===== config.mk =====
export PLATFORM = sky130hd
export DESIGN_NAME = multicycle_controller
export DESIGN_NICKNAME = d
export VERILOG_FILES = /design/src/rtl/multicycle_controller.sv
export SDC_FILE = /design/constraint.sdc
export NUM_CORES = 1
export LEC_CHECK = 0
export CELL_PAD_IN_SITES_DETAIL_PLACEMENT = 1
export CELL_PAD_IN_SITES_GLOBAL_PLACEMENT = 2
export CORE_MARGIN = 2
export CORE_UTILIZATION = 20
export CTS_CLUSTER_SIZE = 16
export DETAILED_ROUTE_END_ITERATION = 8
export GPL_TIMING_DRIVEN = 0
export PLACE_DENSITY = 0.89
export SLEW_MARGIN = 20
export SYNTH_ARGS = -nofsm -noshare
export SYNTH_HDL_FRONTEND = slang
export SYNTH_SLANG_ARGS = --single-unit
export TNS_END_PERCENT = 30

===== constraint.sdc =====
create_clock -name clk -period 4 [get_ports clk]
set_input_delay 0.4 -clock clk [delete_from_list [all_inputs] [get_ports clk]]
set_output_delay 0.4 -clock clk [all_outputs]
set_load 0.1 [all_outputs]

===== src/rtl/multicycle_controller.sv =====
// Moore control FSM for the multi-cycle RV32I core: sequences one instruction
// over 3-5 cycles and drives datapath mux selects, ALU control and write enables.
module multicycle_controller (
  input  logic       clk,
  input  logic       reset,
  input  logic [6:0] op,
  input  logic [2:0] funct3,
  input  logic       funct7b5,
  input  logic       zero,
  output logic       pc_write,
  output logic       adr_src,
  output logic       mem_write,
  output logic       ir_write,
  output logic       reg_write,
  output logic [1:0] result_src,
  output logic [1:0] alu_src_a,
  output logic [1:0] alu_src_b,
  output logic [1:0] imm_src,
  output logic [2:0] alu_control,
  output logic [3:0] state
);

  // state    | meaning
  // FETCH    | read instruction at PC, PC <= PC+4
  // DECODE   | read registers, compute branch target
  // MEMADR   | compute load/store address
  // MEMREAD  | read data memory
  // MEMWB    | write loaded data to register file
  // MEMWRITE | write store data to memory
  // EXECUTER | register-register ALU operation
  // EXECUTEI | register-immediate ALU operation
  // ALUWB    | write ALU result to register file
  // BEQ      | compare and conditionally take branch
  // JAL      | PC <= target, compute link address
  typedef enum logic [3:0] {
    FETCH    = 4'd0,
    DECODE   = 4'd1,
    MEMADR   = 4'd2,
    MEMREAD  = 4'd3,
    MEMWB    = 4'd4,
    MEMWRITE = 4'd5,
    EXECUTER = 4'd6,
    EXECUTEI = 4'd7,
    ALUWB    = 4'd8,
    BEQ      = 4'd9,
    JAL      = 4'd10
  } state_t;

  localparam logic [6:0] OP_LW   = 7'b0000011;
  localparam logic [6:0] OP_SW   = 7'b0100011;
  localparam logic [6:0] OP_R    = 7'b0110011;
  localparam logic [6:0] OP_I    = 7'b0010011;
  localparam logic [6:0] OP_BEQ  = 7'b1100011;
  localparam logic [6:0] OP_JAL  = 7'b1101111;

  state_t     cur, nxt;
  logic       pc_update, branch, ir_en, reg_en, mem_en;
  logic [1:0] alu_op;

  always_ff @(posedge clk or posedge reset) begin
    if (reset) cur <= FETCH;
    else       cur <= nxt;
  end

  always_comb begin
    nxt        = FETCH;
    pc_update  = 1'b0;
    branch     = 1'b0;
    ir_en      = 1'b0;
    reg_en     = 1'b0;
    mem_en     = 1'b0;
    adr_src    = 1'b0;
    result_src = 2'b00;
    alu_src_a  = 2'b00;
    alu_src_b  = 2'b00;
    alu_op     = 2'b00;
    case (cur)
      FETCH: begin
        nxt       = DECODE;
        ir_en     = 1'b1;
        pc_update = 1'b1;
        alu_src_b = 2'b10;
        result_src = 2'b10;
      end
      DECODE: begin
        alu_src_a = 2'b01;
        alu_src_b = 2'b01;
        case (op)
          OP_LW, OP_SW: nxt = MEMADR;
          OP_R:         nxt = EXECUTER;
          OP_I:         nxt = EXECUTEI;
          OP_BEQ:       nxt = BEQ;
          OP_JAL:       nxt = JAL;
          default:      nxt = FETCH;
        endcase
      end
      MEMADR: begin
        nxt       = op[5] ? MEMWRITE : MEMREAD;
        alu_src_a = 2'b10;
        alu_src_b = 2'b01;
      end
      MEMREAD: begin
        nxt     = MEMWB;
        adr_src = 1'b1;
      end
      MEMWB: begin
        result_src = 2'b01;
        reg_en     = 1'b1;
      end
      MEMWRITE: begin
        adr_src = 1'b1;
        mem_en  = 1'b1;
      end
      EXECUTER: begin
        nxt       = ALUWB;
        alu_src_a = 2'b10;
        alu_op    = 2'b10;
      end
      EXECUTEI: begin
        nxt       = ALUWB;
        alu_src_a = 2'b10;
        alu_src_b = 2'b01;
        alu_op    = 2'b10;
      end
      ALUWB: reg_en = 1'b1;
      BEQ: begin
        alu_src_a = 2'b10;
        alu_op    = 2'b01;
        branch    = 1'b1;
      end
      JAL: begin
        nxt       = ALUWB;
        alu_src_a = 2'b01;
        alu_src_b = 2'b10;
        pc_update = 1'b1;
      end
      default: nxt = FETCH;
    endcase
  end

  // Reset already parks state in FETCH; only the enables need an explicit gate.
  assign pc_write  = ~reset & (pc_update | (branch & zero));
  assign ir_write  = ~reset & ir_en;
  assign reg_write = ~reset & reg_en;
  assign mem_write = ~reset & mem_en;
  assign state     = cur;

  always_comb begin
    alu_control = 3'b000;
    case (alu_op)
      2'b01: alu_control = 3'b001;
      2'b10: begin
        case (funct3)
          3'b000:  alu_control = (op[5] & funct7b5) ? 3'b001 : 3'b000;
          3'b010:  alu_control = 3'b101;
          3'b110:  alu_control = 3'b011;
          3'b111:  alu_control = 3'b010;
          default: alu_control = 3'b000;
        endcase
      end
      default: alu_control = 3'b000;
    endcase
  end

  always_comb begin
    case (op)
      OP_SW:   imm_src = 2'b01;
      OP_BEQ:  imm_src = 2'b10;
      OP_JAL:  imm_src = 2'b11;
      default: imm_src = 2'b00;
    endcase
  end

endmodule


==> impl_metrics.csv, run 1 <==
group,metric,value,unit
worst_setup_path,cp_data_arrival_time,2.80,ns
worst_setup_path,path_cells,"buf_4, inv_1, nor2_1, ha_1, a31oi_1, a21oi_1, clkdlybuf4s50_1",
job,tool_warnings,28,
synth,yosys_area,564,um2
cells_and_area,antenna_cells,0,
placement,gp_congestion,0.745,
worst_setup_path,startpoint_type,"register",
timing,min_period_over_period,79.9,%
synth,synth_xor_xnor_area_share,6.21,%
cells_and_area,area_delta_synth_final,71.0,%
placement,placed_cell_area,942,um2
floorplan,coreArea,0.00271,mm2
placement,dp_hpwl,1510,um
global_routing,grt_pass1_wl,3030,um
clock_tree,cts_inserted_buffers,3,
pwr,powerDensity,614,mW/mm2
synth,top_cell,"inv_1",
synth,ys_sh_aoi,21.7,%
pwr,p_leak,0.363,nW
drt,ant_nets,0,
floorplan,initCoreUtil,20.8,%
timing,grt_setup_unrepaired,"false",
cells_and_area,layout.nets,125,
clock_tree,post_cts_buffers,0,
worst_setup_path,cp.buffers_inverters,3,
worst_setup_path,cp_max_fo,10,
job,maxCapViolCount,0,
timing,fin_skew,0.00885,ns
cells_and_area,largest_register_ffs,4,
synth,synth_flops,4,
synth,logic_family,"simple AND/OR/NAND/NOR gates",
floorplan,boundaryPins,34,
timing,fmax,0.313,GHz
placement,placedCellCount,135,
timing,finalHoldViolations,0,
cells_and_area,fin_area,965,um2
drt,wl_per_cell,13.4,um
synth,synth_area,564,um2
timing,worstMarginPinSlew,0.989,ns
synth,synthArstFlopShare,100,%
worst_setup_path,cp_slowest_stage_delay,1.15,ns
worst_setup_path,cp.required,3.60,ns
placement,portBuffers,33,
pwr,power,0.592,mW
timing,fin_setup_tns,0,ns
global_routing,grt_max_degree,11,
clock_tree,clk_root_buffer_cell,"clkbuf_4",
timing,fin_ws,0.802,ns
timing,slew_headroom,33.8,%
cells_and_area,fin_util,35.6,%
synth,synth-edff-count,0,
clock_tree,cts_tree,"yes",
synth,synthCells,71,
floorplan,die_y,57.1,um
clock_tree,htree_num_levels,1,
synth,top_cell_area_share,17.7,%
worst_setup_path,crit_type,"register to primary output",
placement,pre_cts_ws,0.956,ns
synth,syn_avg_cell_area,7.95,um2
clock_tree,clk_pin_slew,0.04,ns
clock_tree,cts_resized,0,
synth,synthTopCellsByCount,"inv_1, nor3_1",
floorplan,dieWidth,57.1,um
status,status,"finished clean",
synth,fp_nets,87,
clock_tree,clkSinkCount,4,
timing,hold_slack,0.463,ns
hold_path,min-delay-path-class,"input port to asynchronous set/reset pin",
synth,synth.distinct_cells,36,
floorplan,chipArea,0.00326,mm2
synth,ys_seq_share,17.7,%
worst_setup_path,critical-path-top-delay-family,"buffers and inverters",
cells_and_area,layout-drive-gt1-share,11.2,%
global_routing,antenna_found_initial,0,
cells_and_area,fin_cells,138,
synth,yosysCellCount,71,
synth,flop_cell,"dfrtp_1",
global_routing,overflow,0,
worst_setup_path,crit_slowest_cell,"clkdlybuf4s50_1",
worst_setup_path,end_kind,"primary output",
drt,vias_per_cell,4.91,
synth,simple_gate_share,39.9,%
timing,finalSetupViolations,0,
clock_tree,cts_buffer_depth,2,
synth,synth_warnings,0,
pwr,ir_worst_vdd,0.341,mV
drt,drt-pass1-iter-count,3,
drt,route.detailed.drc,0,
timing,fin_crit,3.20,ns
floorplan,num_rows,19,
clock_tree,clk_latency,0.24,ns
synth,adder_share,4.43,%
timing,drv_slew,0,
global_routing,grt_pass1_vias,706,
clock_tree,cts_hold_buffers,0,
drt,drt_iter0_drc,2,
synth,ys_sh_mux,0,%
synth,top_area_cell,"dfrtp_1",
synth,area_leaders,"dfrtp_1, buf_4, inv_1",
-- run 1: final timing paths --
kind / start / endpoint / slack, ns / depth (start not counted)
worst max-delay path: state[1]$_DFF_PP0_ / alu_control[0] / 0.80 / 7
worst min-delay path: reset / state[1]$_DFF_PP0_ / 0.46 / 2
worst max register to register: state[0]$_DFF_PP0_ / state[2]$_DFF_PP0_ / 2.76 / 3
worst min register to register: state[3]$_DFF_PP0_ / state[2]$_DFF_PP0_ / 0.72 / 2
max in group asynchronous: reset / state[2]$_DFF_PP0_ / 3.33 / 2
min in group clk: state[3]$_DFF_PP0_ / state[2]$_DFF_PP0_ / 0.72 / 2
-- run 1: routing by layer --
| metal | GRT usage [%] | vias to the layer above | part of all wire (%) |
|---|---|---|---|
| met4 | 3.99 | 0 | 0.97 |
| li1 | - | 337 | - |
| met2 | 20.5 | 27 | 50 |
| met3 | 3.17 | 2 | 7.5 |
| met1 | 13.1 | 311 | 41 |
| met5 | 0 | - | 0 |
-- run 1: cell usage in the layout, fill, tap and decap left out, types with 2 or more instances in the layout --
master	instances
a21oi_1	2
and4bb_1	2
buf_4	4
clkbuf_4	3
clkdlybuf4s50_1	33
dfrtp_1	4
ha_1	2
inv_1	7
nand2_1	2
nand2b_1	4
nand3b_1	3
nand4_1	3
nor2_1	4
nor3_1	5
nor3_2	2
o21ai_1	3
xor2_1	3
-- run 1: where the power goes --
part	total [mW]	leakage, nW	internal (mW)	switching [mW]
sequential	0.0655	0.0533	0.0469	0.0186
combinational	0.476	0.296	0.121	0.355
clock	0.0507	0.0138	0.0336	0.0171
-- run 1: layout make-up --
type                    count  area (um2)
plain buffers               4        30.0
well taps                  31        38.8
repair buffers             33         330
fillers                   349        1750
inverters                   7        26.3
clock buffers               3        22.5
flip-flops and latches      4         100
multi-input cells          56         417
Run 1, the metal 3 layer:
Scale: 4 px per um. Cells faint in the background.
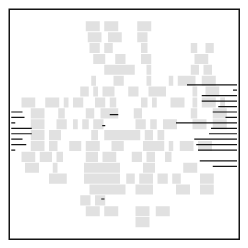
share of all routed wire: 7.5%
nets with wire on the layer: 25
longest straight run: 14.9 um
vias: 677
met3 Use GR: 3.17%

Run 1, wires at chosen ports, followed through buffers:
Scale: 8 px per um.
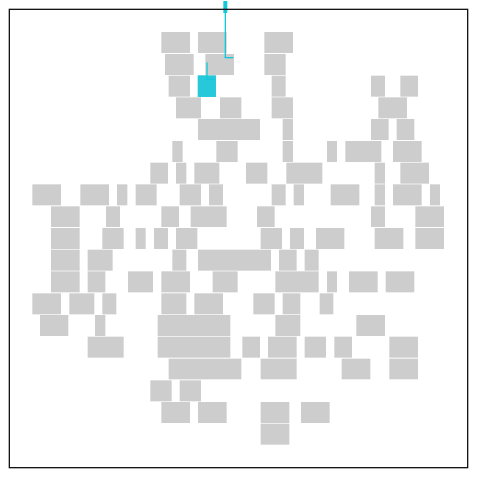
legend:
  ir_write:
    colour: cyan
    bits: 1
    direction: output
    end_cells: 1
    buffers: 1
    wire: 9.50 um

Run 1, wiring by layer:
Scale: 6 px per um. Two of the layers only.
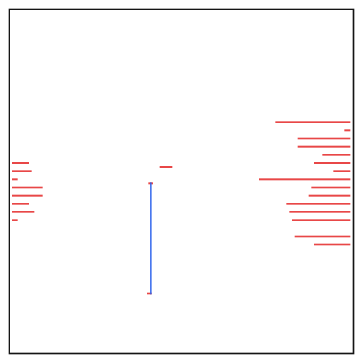
legend:
  M4:
    colour: blue
    wire_length: 18.4 um
  M3:
    colour: red
    wire_length: 140 um
final WL: 1850 um
Overall Global Routing Usage: 11.5%

--- run 2 (diff from run 1) ---
Settings changed: CORE_UTILIZATION 20 to 18, PLACE_DENSITY 0.89 to 0.82.
Clock period 4 ns to 3 ns, I/O delays scaled along.
Run 2, wires at chosen ports, followed through buffers:
Scale: 8 px per um.
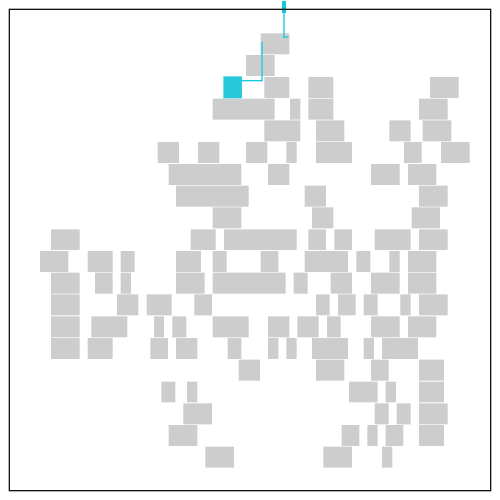
legend:
  ir_write:
    colour: cyan
    bits: 1
    direction: output
    end_cells: 1
    buffers: 1
    wire: 11.1 um

Run 2, wiring by layer:
Scale: 6 px per um. Two of the layers only.
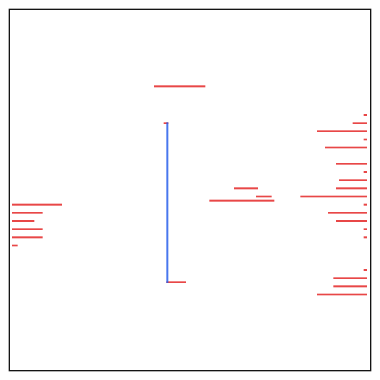
legend:
  M3:
    colour: red
    wire_length: 128 um
  M4:
    colour: blue
    wire_length: 26.5 um

==> impl_metrics.csv, run 2 <==
group,metric,value,unit
cells_and_area,layout.nets,125,
drt,wl_per_cell,11.7,um
synth,simple_gate_share,39.9,%
synth,synthCells,71,
worst_setup_path,end_kind,"primary output",
synth,ys_sh_mux,0,%
timing,finalSetupViolations,0,
synth,ys_sh_aoi,21.7,%
timing,drv_slew,0,
job,maxCapViolCount,0,
global_routing,use_met1,13.4,%
pwr,switching_share,65.5,%
floorplan,num_rows,20,
drt,ant_nets,0,
synth,top_area_cell,"dfrtp_1",
job,tool_warnings,28,
timing,fin_setup_tns,0,ns
pwr,p_clk_share,8.5,%
synth,synthTopCellsByCount,"inv_1, nor3_1",
floorplan,coreArea,0.00303,mm2
drt,vias_per_cell,4.44,
drt,route.detailed.drc,0,
pwr,comb_power,0.638,mW
pwr,intPower,0.273,mW
clock_tree,post_cts_buffers,0,
placement,placedCellCount,148,
pwr,p_sw,0.519,mW
hold_path,min-delay-path-class,"input port to asynchronous set/reset pin",
synth,synth_area,564,um2
cells_and_area,largest_register_ffs,4,
global_routing,grt_max_degree,11,
floorplan,dieWidth,60.0,um
global_routing,grtUsageMet3,2.16,%
worst_setup_path,critical-path-top-delay-family,"buffers and inverters",
drt,drt_iter0_drc,12,
synth,flop_cell,"dfrtp_1",
synth,synthArstFlopShare,100,%
worst_setup_path,path_cells,"clkdlybuf4s50_1, and4bb_1, a22oi_1, nor3_1, clkdlybuf4s50_1",
synth,syn_avg_cell_area,7.95,um2
synth,adder_share,4.43,%
status,status,"finished clean",
worst_setup_path,cp.buffers_inverters,2,
clock_tree,cts_buffer_depth,2,
synth,synth.distinct_cells,36,
cells_and_area,lay_top_count,"clkdlybuf4s50_1",
clock_tree,clk_root_buffer_cell,"clkbuf_4",
clock_tree,htree_num_levels,1,
placement,dp_hpwl,1490,um
timing,worstMarginPinSlew,0.975,ns
synth,logic_family,"simple AND/OR/NAND/NOR gates",
placement,gp_congestion,0.739,
worst_setup_path,crit_type,"input port to primary output",
cells_and_area,final_cell_mix,"clkdlybuf4s50_1, inv_1, nor3_1",
worst_setup_path,cp_max_fo,4,
synth,ys_seq_share,17.7,%
pwr,powerClk,0.0672,mW
synth,synth_xor_xnor_area_share,6.21,%
timing,min_period_over_period,94.2,%
pwr,pwr-share-seq,11.0,%
worst_setup_path,crit_slowest_cell,"clkdlybuf4s50_1",
cells_and_area,layout-drive-gt1-share,13.1,%
floorplan,boundaryPins,34,
clock_tree,clk_latency,0.24,ns
clock_tree,clkSinkCount,4,
pwr,powerDensity,803,mW/mm2
synth,synth_flops,4,
cells_and_area,fin_cells,151,
timing,fin_crit,2.83,ns
clock_tree,cts_tree,"yes",
timing,fmax,0.354,GHz
synth,fp_nets,87,
drt,drt-pass1-iter-count,4,
timing,hold_slack,0.369,ns
pwr,ir_worst_vdd,0.213,mV
timing,fin_skew,0.00603,ns
pwr,combPwrFrac,80.5,%
synth,yosysCellCount,71,
pwr,largestPowerGroup,"combinational cells",
global_routing,grt_pass1_wl,3040,um
timing,grt_setup_unrepaired,"false",
cells_and_area,area_delta_synth_final,74.9,%
worst_setup_path,cp_slowest_stage_delay,1.15,ns
pwr,power,0.792,mW
floorplan,die_y,60.0,um
synth,synth-edff-count,0,
synth,yosys_area,564,um2
clock_tree,clk_pin_slew,0.04,ns
synth,top_cell_area_share,17.7,%
global_routing,overflow,0,
Run 2, routed metal per tile:
Scale: 6 px per um. 12 x 12 tiles, from dark blue (low) to red (high), scaled to the fullest tile. Values are wire area over tile area, all layers added.
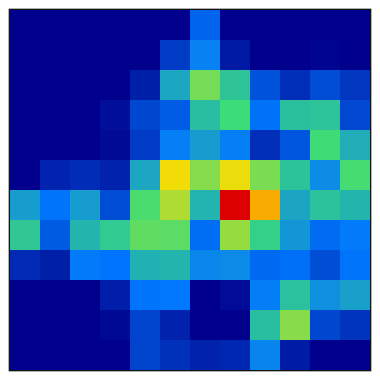
tiles over half the peak: 11%
mean over tiles: 0.079
fullest tile: 0.39
emptiest ninth of the die: top left
Overall Global Routing Usage: 11.2%
vias: 670
final WL: 1770 um

[run 2: cell types whose count changed in the layout (fill, tap and decap cells not counted), sizes merged]
cell,before,now
clkdlybuf4s50,33,30
dlygate4sd2,0,3
[run 2: path summary, 6_finish.rpt]
kind                       slack [ns]                 end  cells after the start               start
min in group clk                 0.72  state[2]$_DFF_PP0_                      2  state[2]$_DFF_PP0_
setup / recovery                 0.17          imm_src[0]                      5               op[2]
max in group asynchronous        2.43  state[0]$_DFF_PP0_                      2               reset
hold reg to reg                  0.72  state[2]$_DFF_PP0_                      2  state[2]$_DFF_PP0_
setup reg to reg                 1.80  state[2]$_DFF_PP0_                      3  state[0]$_DFF_PP0_
hold / removal                   0.37  state[2]$_DFF_PP0_                      2               reset
[run 2: worst reg2reg max path, cell delays in order (launching register included)]
cell	delay [ns]
dfrtp_1	0.54
buf_4	0.24
nand4_1	0.11
a211oi_2	0.23
[run 2: layout make-up]
class	instances	area, um2
inverter	7	26.3
tap	44	55.1
timing repair buffer	33	327
multi-input combinational	56	427
clock buffer	3	22.5
fill	376	2040
sequential	4	100
buffer	4	30.0
[run 2: routing by layer]
layer / up-vias / wire length [um]
li1: 333 / -
met1: 300 / 780
met2: 35 / 833
met3: 2 / 127
met4: 0 / 26
met5: - / 0
[run 2: timing repair]
action	in CTS	in global routing
endpoints found under the setup margin	3	0
gates resized	3	0
hold buffers	0	0
[run 2: metrics by stage]
step           setup slack [ns]  utilization, %  cell area (um2)
2_1_floorplan            -0.782               -              583
6_report                  0.174            32.6              987
5_1_grt                  0.0113            32.6              987
4_1_cts                   0.156            32.6              987
3_5_place_dp              0.129            32.0              968
3_3_place_gp              0.155            32.0              968
--- run 3 (diff from run 2) ---
Settings changed: SLEW_MARGIN 20 to default.
Run 3, wiring by layer:
Scale: 6 px per um. Two of the layers only.
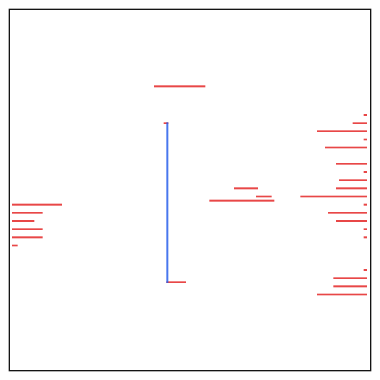
legend:
  M3:
    colour: red
    wire_length: 128 um
  M4:
    colour: blue
    wire_length: 26.5 um

Run 3, wires at chosen ports, followed through buffers:
Scale: 8 px per um.
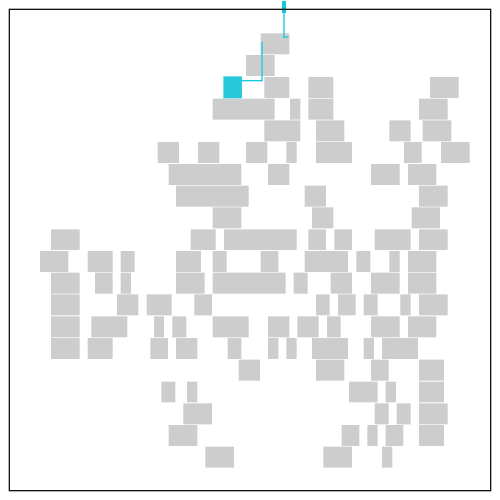
legend:
  ir_write:
    colour: cyan
    bits: 1
    direction: output
    end_cells: 1
    buffers: 1
    wire: 11.1 um
# IOs: 34
# port buffers: 33

==> impl_metrics.csv, run 3 <==
group,metric,value,unit
status,status,"finished clean",
clock_tree,clk_pin_slew,0.04,ns
cells_and_area,fin_util,32.6,%
global_routing,grt_pass1_vias,692,
cells_and_area,fillers,376,
worst_setup_path,end_kind,"primary output",
floorplan,num_rows,20,
drt,drt_iter0_drc,12,
global_routing,track_usage,11.2,%
clock_tree,clk_root_buffer_cell,"clkbuf_4",
global_routing,grt_max_degree,11,
drt,drt-pass1-iter-count,4,
worst_setup_path,cp_data_arrival_time,2.53,ns
timing,fmax,0.354,GHz
clock_tree,cts_buffer_depth,2,
timing,fin_skew,0.00603,ns
placement,dp_hpwl,1490,um
clock_tree,htree_num_levels,1,
placement,pre_cts_ws,0.129,ns
pwr,p_clk_share,8.5,%
timing,finalHoldViolations,0,
drt,route.detailed.drc,0,
synth,synth_area,564,um2
timing,min_period_over_period,94.2,%
synth,yosysCellCount,71,
pwr,ir_worst_vdd,0.213,mV
cells_and_area,regArea,100,um2
worst_setup_path,cp_max_fo,4,
timing,grt_setup_unrepaired,"false",
timing,fin_ws,0.174,ns
cells_and_area,layout.nets,125,
clock_tree,clkSinkCount,4,
timing,slew_headroom,34.8,%
timing,finalSetupViolations,0,
drt,ant_nets,0,
pwr,p_sw,0.519,mW
pwr,pwr-share-seq,11.0,%
synth,area_leaders,"dfrtp_1, buf_4, inv_1",
synth,synthTopCellsByCount,"inv_1, nor3_1",
clock_tree,cts_inserted_buffers,3,
cells_and_area,combGateArea,427,um2
worst_setup_path,startpoint_type,"input port",
placement,gp_congestion,0.739,
cells_and_area,area_delta_synth_final,74.9,%
pwr,combPwrFrac,80.5,%
synth,top_cell,"inv_1",
synth,top_cell_area_share,17.7,%
floorplan,die_y,60.0,um
clock_tree,post_cts_buffers,0,
cells_and_area,final_cell_mix,"clkdlybuf4s50_1, inv_1, nor3_1",
drt,vias_per_cell,4.44,
global_routing,overflow,0,
job,tool_warnings,28,
pwr,p_leak,0.381,nW
synth,synth_flops,4,
synth,fp_nets,87,
synth,synth_warnings,0,
cells_and_area,antenna_cells,0,
synth,syn_avg_cell_area,7.95,um2
pwr,largestPowerGroup,"combinational cells",
worst_setup_path,crit_type,"input port to primary output",
timing,fin_setup_tns,0,ns
job,maxCapViolCount,0,
floorplan,chipArea,0.00360,mm2
pwr,power,0.792,mW
floorplan,dieWidth,60.0,um
timing,hold_slack,0.369,ns
synth,top_area_cell,"dfrtp_1",
clock_tree,cts_tree,"yes",
synth,ys_seq_share,17.7,%
floorplan,initCoreUtil,18.6,%
floorplan,coreArea,0.00303,mm2
synth,flop_cell,"dfrtp_1",
pwr,switching_share,65.5,%
global_routing,antenna_found_initial,0,
drt,wirelength,1770,um
hold_path,min-delay-path-class,"input port to asynchronous set/reset pin",
worst_setup_path,cp.required,2.70,ns
worst_setup_path,r2r_setup_slack,1.80,ns
pwr,pg_seq,0.0870,mW
timing,drv_slew,0,
clock_tree,clk_latency,0.24,ns
pwr,intPower,0.273,mW
pwr,powerClk,0.0672,mW
cells_and_area,layout-drive-gt1-share,13.1,%
worst_setup_path,worstRegToRegCells,3,
synth,synth.distinct_cells,36,
pwr,powerDensity,803,mW/mm2
drt,dr_total_vias,670,
synth,synthArstFlopShare,100,%
synth,yosys_area,564,um2
timing,fin_crit,2.83,ns
synth,synth-edff-count,0,
global_routing,grt_pass1_wl,3040,um
pwr,comb_power,0.638,mW
timing,worstMarginPinSlew,0.975,ns
cells_and_area,largest_register_ffs,4,
synth,synthCells,71,
cells_and_area,lay_top_count,"clkdlybuf4s50_1",
Run 3, routed metal per tile:
Scale: 6 px per um. 12 x 12 tiles, from dark blue (low) to red (high), scaled to the fullest tile. Values are wire area over tile area, all layers added.
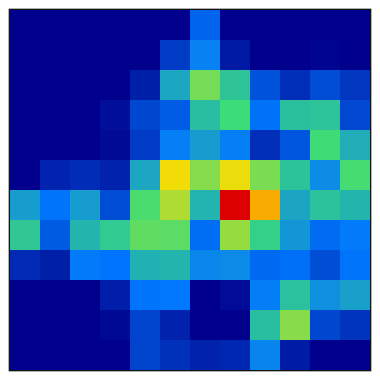
nearly empty tiles: 33%
emptiest ninth of the die: top left
fullest tile: 0.39
mean over tiles: 0.079
tiles over half the peak: 11%
densest ninth of the die: middle
routed len/inst: 11.7 um

[run 3: cell counts after synthesis]
No cell type changed its count.
[run 3: per-layer routing]
layer	share of wire [%]	routed length [um]	GRT usage, %
met1	44	780	13.4
met2	47	833	19.4
met3	7.2	127	2.16
met4	1.5	26	4.76
met5	0	0	0
[run 3: critical path, cell delays in order]
cell and delay [ns]:
clkdlybuf4s50_1 0.46, and4bb_1 0.37, a22oi_1 0.11, nor3_1 0.13, clkdlybuf4s50_1 1.15
[run 3: cell type report]
cell class | count | share of cell area [%]
multi-input combinational | 56 | 43.2
timing repair buffer | 33 | 33.1
sequential | 4 | 10.1
tap | 44 | 5.58
buffer | 4 | 3.04
inverter | 7 | 2.66
clock buffer | 3 | 2.28
[run 3: logic make-up (layout without fill, tap and decap cells)]
group / Yosys count / count (layout) / synth area share (%)
compound gates: 16 / 16 / 21.7
xor+xnor: 4 / 4 / 6.21
fa+ha+maj: 2 / 2 / 4.43
buf+inv: 11 / 47 / 9.98
flops: 4 / 4 / 17.7
simple gates: 34 / 34 / 39.9
[run 3: stage by stage]
| step | instance area, um2 | std cells |
|---|---|---|
| floorplan | 583 | 71 |
| global placement | 968 | 148 |
| detailed placement | 968 | 148 |
| CTS | 987 | 151 |
| global route | 987 | 151 |
| finish | 987 | 151 |
[run 3: worst paths after layout]
kind	from	to
worst max-delay path	op[2]	imm_src[0]
worst min-delay path	reset	state[2]$_DFF_PP0_
worst max register to register	state[0]$_DFF_PP0_	state[2]$_DFF_PP0_
worst min register to register	state[2]$_DFF_PP0_	state[2]$_DFF_PP0_
max in group asynchronous	reset	state[0]$_DFF_PP0_
min in group clk	state[2]$_DFF_PP0_	state[2]$_DFF_PP0_
[run 3: repair_timing]
item / CTS / global route
hold buffers: 0 / 0
endpoints found under the setup margin: 3 / 0
gates resized: 3 / 0
Power and IR drop assume default switching activity.
